met4.png
Drawn at 2 px/µm. Supply wires on this layer in gray.
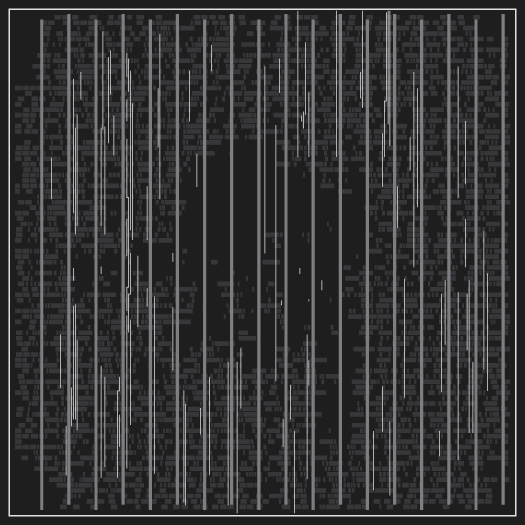
density.png
Drawn at 1.5 px/µm. 25 x 25 tiles, from white (low) to dark blue (high), 0 to 100% covered.
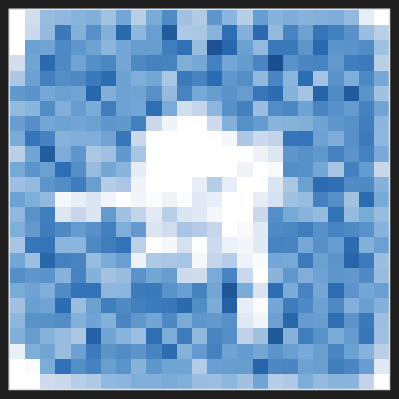
metal_stack.png
Drawn at 2 px/µm.
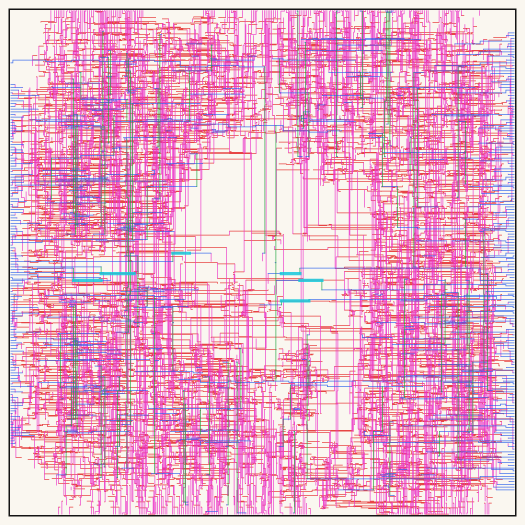
registers.png
Drawn at 2 px/µm.
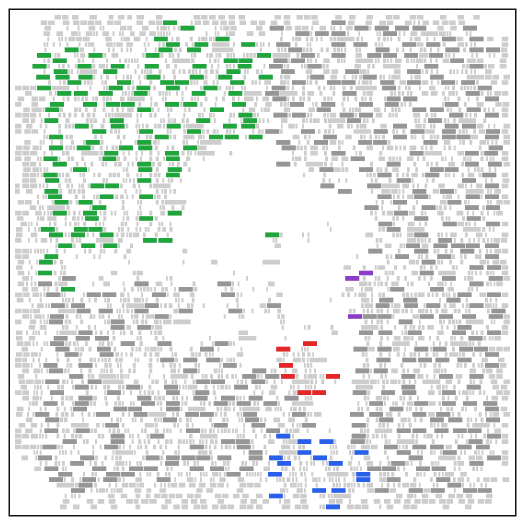
final_clocks.png
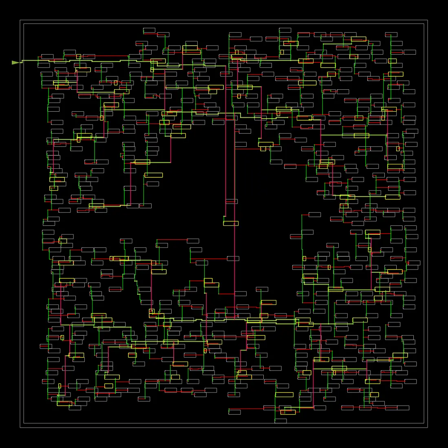
<file path="src/rtl/fft_frame_ctrl.sv">
// Streaming sequencer around an 8-point parallel FFT core: gathers 8 samples,
// pulses write/start, waits for the core (with timeout), then streams 8 bins out.
module fft_frame_ctrl #(
  parameter int DW             = 16,
  parameter int TIMEOUT_CYCLES = 64,
  parameter int CNT_W          = 16
) (
  input  logic              CLK,
  input  logic              RST,
  input  logic              s_valid,
  output logic              s_ready,
  input  logic [DW-1:0]     s_real,
  input  logic [DW-1:0]     s_imag,
  output logic              m_valid,
  input  logic              m_ready,
  output logic [DW-1:0]     m_real,
  output logic [DW-1:0]     m_imag,
  output logic [2:0]        m_index,
  output logic              m_last,
  output logic              fft_write,
  output logic              fft_start,
  output logic [8*DW-1:0]   fft_in_real,
  output logic [8*DW-1:0]   fft_in_imag,
  input  logic              fft_ready,
  input  logic [8*DW-1:0]   fft_out_real,
  input  logic [8*DW-1:0]   fft_out_imag,
  output logic              busy,
  output logic              timeout_err,
  output logic [CNT_W-1:0]  frame_count
);

  localparam int TW = $clog2(TIMEOUT_CYCLES + 1);
  localparam logic [TW-1:0] TO_LAST = TW'(TIMEOUT_CYCLES - 1);

  typedef enum logic [2:0] {
    ST_FILL   = 3'd0,
    ST_LOAD   = 3'd1,
    ST_START  = 3'd2,
    ST_WAIT   = 3'd3,
    ST_UNLOAD = 3'd4
  } state_t;

  state_t            state_r, state_s;
  logic [2:0]        cnt_r;
  logic [2:0]        idx_r;
  logic              armed_r;
  logic [TW-1:0]     tcnt_r;
  logic [8*DW-1:0]   in_real_r, in_imag_r;
  logic [8*DW-1:0]   out_real_r, out_imag_r;
  logic              timeout_err_r;
  logic [CNT_W-1:0]  frame_count_r;

  logic accept_s, capture_s, timeout_s, beat_s;

  assign accept_s  = (state_r == ST_FILL) && s_valid;
  // armed_r blocks a done level left over from the previous frame
  assign capture_s = (state_r == ST_WAIT) && armed_r && fft_ready;
  assign timeout_s = (state_r == ST_WAIT) && !capture_s && (tcnt_r == TO_LAST);
  assign beat_s    = (state_r == ST_UNLOAD) && m_ready;

  // Next-state decode
  always_comb begin
    state_s = state_r;
    case (state_r)
      ST_FILL: begin
        if (accept_s && (cnt_r == 3'd7)) state_s = ST_LOAD;
        else                             state_s = ST_FILL;
      end
      ST_LOAD:  state_s = ST_START;
      ST_START: state_s = ST_WAIT;
      ST_WAIT: begin
        if (capture_s)      state_s = ST_UNLOAD;
        else if (timeout_s) state_s = ST_FILL;
        else                state_s = ST_WAIT;
      end
      ST_UNLOAD: begin
        if (beat_s && (idx_r == 3'd7)) state_s = ST_FILL;
        else                           state_s = ST_UNLOAD;
      end
      default: state_s = ST_FILL;
    endcase
  end

  // State register, sample/bin buffers and counters
  always_ff @(posedge CLK) begin
    if (RST) begin
      state_r       <= ST_FILL;
      cnt_r         <= 3'd0;
      idx_r         <= 3'd0;
      armed_r       <= 1'b0;
      tcnt_r        <= {TW{1'b0}};
      in_real_r     <= {(8*DW){1'b0}};
      in_imag_r     <= {(8*DW){1'b0}};
      out_real_r    <= {(8*DW){1'b0}};
      out_imag_r    <= {(8*DW){1'b0}};
      timeout_err_r <= 1'b0;
      frame_count_r <= {CNT_W{1'b0}};
    end else begin
      state_r <= state_s;
      if (accept_s) begin
        cnt_r <= cnt_r + 3'd1;  // wraps to 0 on the 8th beat
        for (int k = 0; k < 8; k++) begin
          if (cnt_r == 3'(k)) begin
            in_real_r[k*DW +: DW] <= s_real;
            in_imag_r[k*DW +: DW] <= s_imag;
          end
        end
      end
      if (state_r == ST_START) begin
        armed_r <= 1'b0;
        tcnt_r  <= {TW{1'b0}};
      end else if (state_r == ST_WAIT) begin
        tcnt_r <= tcnt_r + TW'(1);
        if (!fft_ready) armed_r <= 1'b1;
      end
      if (capture_s) begin
        out_real_r <= fft_out_real;
        out_imag_r <= fft_out_imag;
        idx_r      <= 3'd0;
      end else if (beat_s) begin
        idx_r <= idx_r + 3'd1;
      end
      if (timeout_s) timeout_err_r <= 1'b1;
      if (beat_s && (idx_r == 3'd7)) frame_count_r <= frame_count_r + CNT_W'(1);
    end
  end

  assign s_ready     = (state_r == ST_FILL) && !RST;
  assign busy        = (state_r != ST_FILL);
  assign fft_write   = (state_r == ST_LOAD);
  assign fft_start   = (state_r == ST_START);
  assign fft_in_real = in_real_r;
  assign fft_in_imag = in_imag_r;
  assign m_valid     = (state_r == ST_UNLOAD);
  assign m_real      = m_valid ? out_real_r[int'(idx_r)*DW +: DW] : {DW{1'b0}};
  assign m_imag      = m_valid ? out_imag_r[int'(idx_r)*DW +: DW] : {DW{1'b0}};
  assign m_index     = m_valid ? idx_r : 3'd0;
  assign m_last      = m_valid && (idx_r == 3'd7);
  assign timeout_err = timeout_err_r;
  assign frame_count = frame_count_r;

endmodule

</file>
<file path="config.mk">
export PLATFORM = sky130hd
export DESIGN_NAME = fft_frame_ctrl
export DESIGN_NICKNAME = d
export VERILOG_FILES = /design/src/rtl/fft_frame_ctrl.sv
export SDC_FILE = /design/constraint.sdc
export NUM_CORES = 1
export LEC_CHECK = 0
export ABC_AREA = 1
export CAP_MARGIN = 10
export CORE_MARGIN = 2
export CORE_UTILIZATION = 35
export DETAILED_ROUTE_END_ITERATION = 10
export GPL_TIMING_DRIVEN = 0
export PLACE_DENSITY_LB_ADDON = 0.2
export RECOVER_POWER = 50
export SETUP_SLACK_MARGIN = 0.3
export SYNTH_ARGS = -nofsm -noshare
export SYNTH_HDL_FRONTEND = slang
export SYNTH_SLANG_ARGS = --single-unit
</file>
<file path="constraint.sdc">
create_clock -name CLK -period 3.55 [get_ports CLK]
set_input_delay 0.5325 -clock CLK [delete_from_list [all_inputs] [get_ports CLK]]
set_output_delay 0.5325 -clock CLK [all_outputs]
set_load 0.1 [all_outputs]
</file>
==> impl_metrics.env <==
# flow metrics
export IMPL_status="completed"
export IMPL_numPlacedInstances=4348
export IMPL_netlist_logic_family_top="simple AND/OR/NAND/NOR gates"
export IMPL_placedInstanceArea_um2=28700
export IMPL_postSynthSeqShare=0.506
export IMPL_final_cells=4461
export IMPL_layout_drive_gt1_share=0.0613
export IMPL_destination_of_the_worst_hold_path="fft_in_real[61]"
export IMPL_tally_of_nets_with_antenna_violations_remaining_after_routing=0
export IMPL_most_used_flip_flop_cell_after_synthesis="sky130_fd_sc_hd__dfxtp_1"
export IMPL_drc_errors=0
export IMPL_period_needed_ns=3.16
export IMPL_worstSetupEndpoint="m_imag[5]"
export IMPL_rsz0062_at_grt="yes"
export IMPL_yosysTopAreaCellShare=0.506
export IMPL_postSynthNetCount=3256
export IMPL_grt_pass1_vias=21900
export IMPL_synth_adder_area_share=0.00579
export IMPL_min_path_cells=2
export IMPL_postSynthAreaPerCell_um2=7.32
export IMPL_dp_hpwl_mm=71.2
export IMPL_finalHoldWorstSlack_ns=0.458
export IMPL_postLayoutSetupSlackWorst_ns=0.386
export IMPL_numClockSinks=546
export IMPL_fin_total_pwr_mw=15.4
export IMPL_critical_path_peak_fanout=10
export IMPL_design_core_area_um2=61400
export IMPL_floorplan_rows=91
export IMPL_timing_rr_start="state_r[2]"
export IMPL_yosys_cells=2953
export IMPL_crit_start_category="register"
-- met4.png (at the start) --
nets with wire on the layer	69
longest straight run	128 µm
wire length on this layer	3,830 µm
share of all routed wire	4.2%
Post-Route WL: 92.4 mm
Vias: 22,900

-- density.png (at the start) --
emptiest ninth of the die	middle
fullest tile	88%
mean over tiles	47%
nearly empty tiles	7.2%
tiles over 75% full	5.4%
final cell utilization of the core: 0.500
pre-placement core utilization: 0.352

-- metal_stack.png (at the start) --
color	layer	wire length
magenta	met2	45.4 mm
blue	met3	6,880 µm
red	met1	36.3 mm
cyan	met5	72.7 µm
green	met4	3,830 µm

-- registers.png (at the start) --
color	signal	flops
blue	`frame_count`	16
red	`tcnt_r`	7
green	`out_real_r`	128
purple	`cnt_r`	3
power of the sequential group: 6.36 mW
sequential portion of the cell area: 0.356
FF/Latch Area: 10,900 µm²

-- final_clocks.png (at the start) --
Clock net power: 6.62 mW
cts bufs inserted: 59
final-layout clock buffer total: 84
Max Clock Skew: 0.0117 ns

critical path: stages (launching register included):
cell	delay (ns)
sky130_fd_sc_hd__dfxtp_1	0.35
sky130_fd_sc_hd__buf_4	0.20
sky130_fd_sc_hd__inv_1	0.13
sky130_fd_sc_hd__buf_6	0.20
sky130_fd_sc_hd__buf_4	0.23
sky130_fd_sc_hd__nor2_1	0.06
sky130_fd_sc_hd__o22ai_1	0.29
sky130_fd_sc_hd__nand3_1	0.15
sky130_fd_sc_hd__nand2_1	0.16
sky130_fd_sc_hd__buf_6	0.24
cell type report:
class                      instances  area (µm²)
multi-input combinational       2128        9420
antenna                            3        7.51
inverter                          42         159
tap                              790         988
buffer                           237        1050
timing repair buffer             605        6030
sequential                       546       10900
clock inverter                    26         329
clock buffer                      84        1780
fill                            6199       30700
power breakdown:
| group | internal, mW | switching [mW] |
|---|---|---|
| registers | 6.27 | 0.0905 |
| clock network | 3.99 | 2.64 |
| logic | 0.682 | 1.68 |
routing by layer:
layer | routed length, µm | vias to the layer above | GRT usage
met5 | 72 | - | 0
met3 | 6880 | 208 | 0.0522
met2 | 45400 | 925 | 0.497
met4 | 3830 | 12 | 0.113
met1 | 36300 | 10600 | 0.323
li1 | - | 11100 | -
timing repair:
item,CTS,global route
pin swaps,0,1
setup endpoints to repair,37,33
setup buffers,0,0
resized,240,39
layout by cell type, fill, tap and decap left out, types with 2 or more instances in the layout:
cell / n
sky130_fd_sc_hd__clkbuf_4: 7
sky130_fd_sc_hd__clkbuf_1: 161
sky130_fd_sc_hd__buf_1: 4
sky130_fd_sc_hd__a211oi_1: 2
sky130_fd_sc_hd__clkbuf_16: 60
sky130_fd_sc_hd__buf_6: 19
sky130_fd_sc_hd__clkinv_1: 2
sky130_fd_sc_hd__diode_2: 3
sky130_fd_sc_hd__clkbuf_2: 22
sky130_fd_sc_hd__buf_4: 22
sky130_fd_sc_hd__o22ai_1: 63
sky130_fd_sc_hd__nor2_1: 974
sky130_fd_sc_hd__clkinv_2: 15
sky130_fd_sc_hd__nor2_4: 3
sky130_fd_sc_hd__a21oi_1: 176
sky130_fd_sc_hd__nand2_1: 177
sky130_fd_sc_hd__clkinvlp_4: 2
sky130_fd_sc_hd__o21ai_0: 574
sky130_fd_sc_hd__nand4_1: 4
sky130_fd_sc_hd__clkdlybuf4s50_1: 567
sky130_fd_sc_hd__dfxtp_1: 546
sky130_fd_sc_hd__buf_2: 40
sky130_fd_sc_hd__a31oi_1: 2
sky130_fd_sc_hd__nand3_1: 119
sky130_fd_sc_hd__ha_1: 10
sky130_fd_sc_hd__clkdlybuf4s15_2: 2
sky130_fd_sc_hd__inv_1: 38
sky130_fd_sc_hd__nor3_1: 8
sky130_fd_sc_hd__o21ai_1: 10
sky130_fd_sc_hd__clkbuf_8: 19
sky130_fd_sc_hd__xnor2_1: 3
sky130_fd_sc_hd__bufinv_16: 7
sequential cells by signal, summed over array words and instances (netlist names), 3 cells and up:
register / flops
out_imag_r: 128
tcnt_r: 7
out_real_r: 128
frame_count: 16
idx_r: 3
fft_in_imag: 128
state_r: 3
fft_in_real: 128
cnt_r: 3
Power figures rest on the tool's default switching activity, not on a simulated workload.
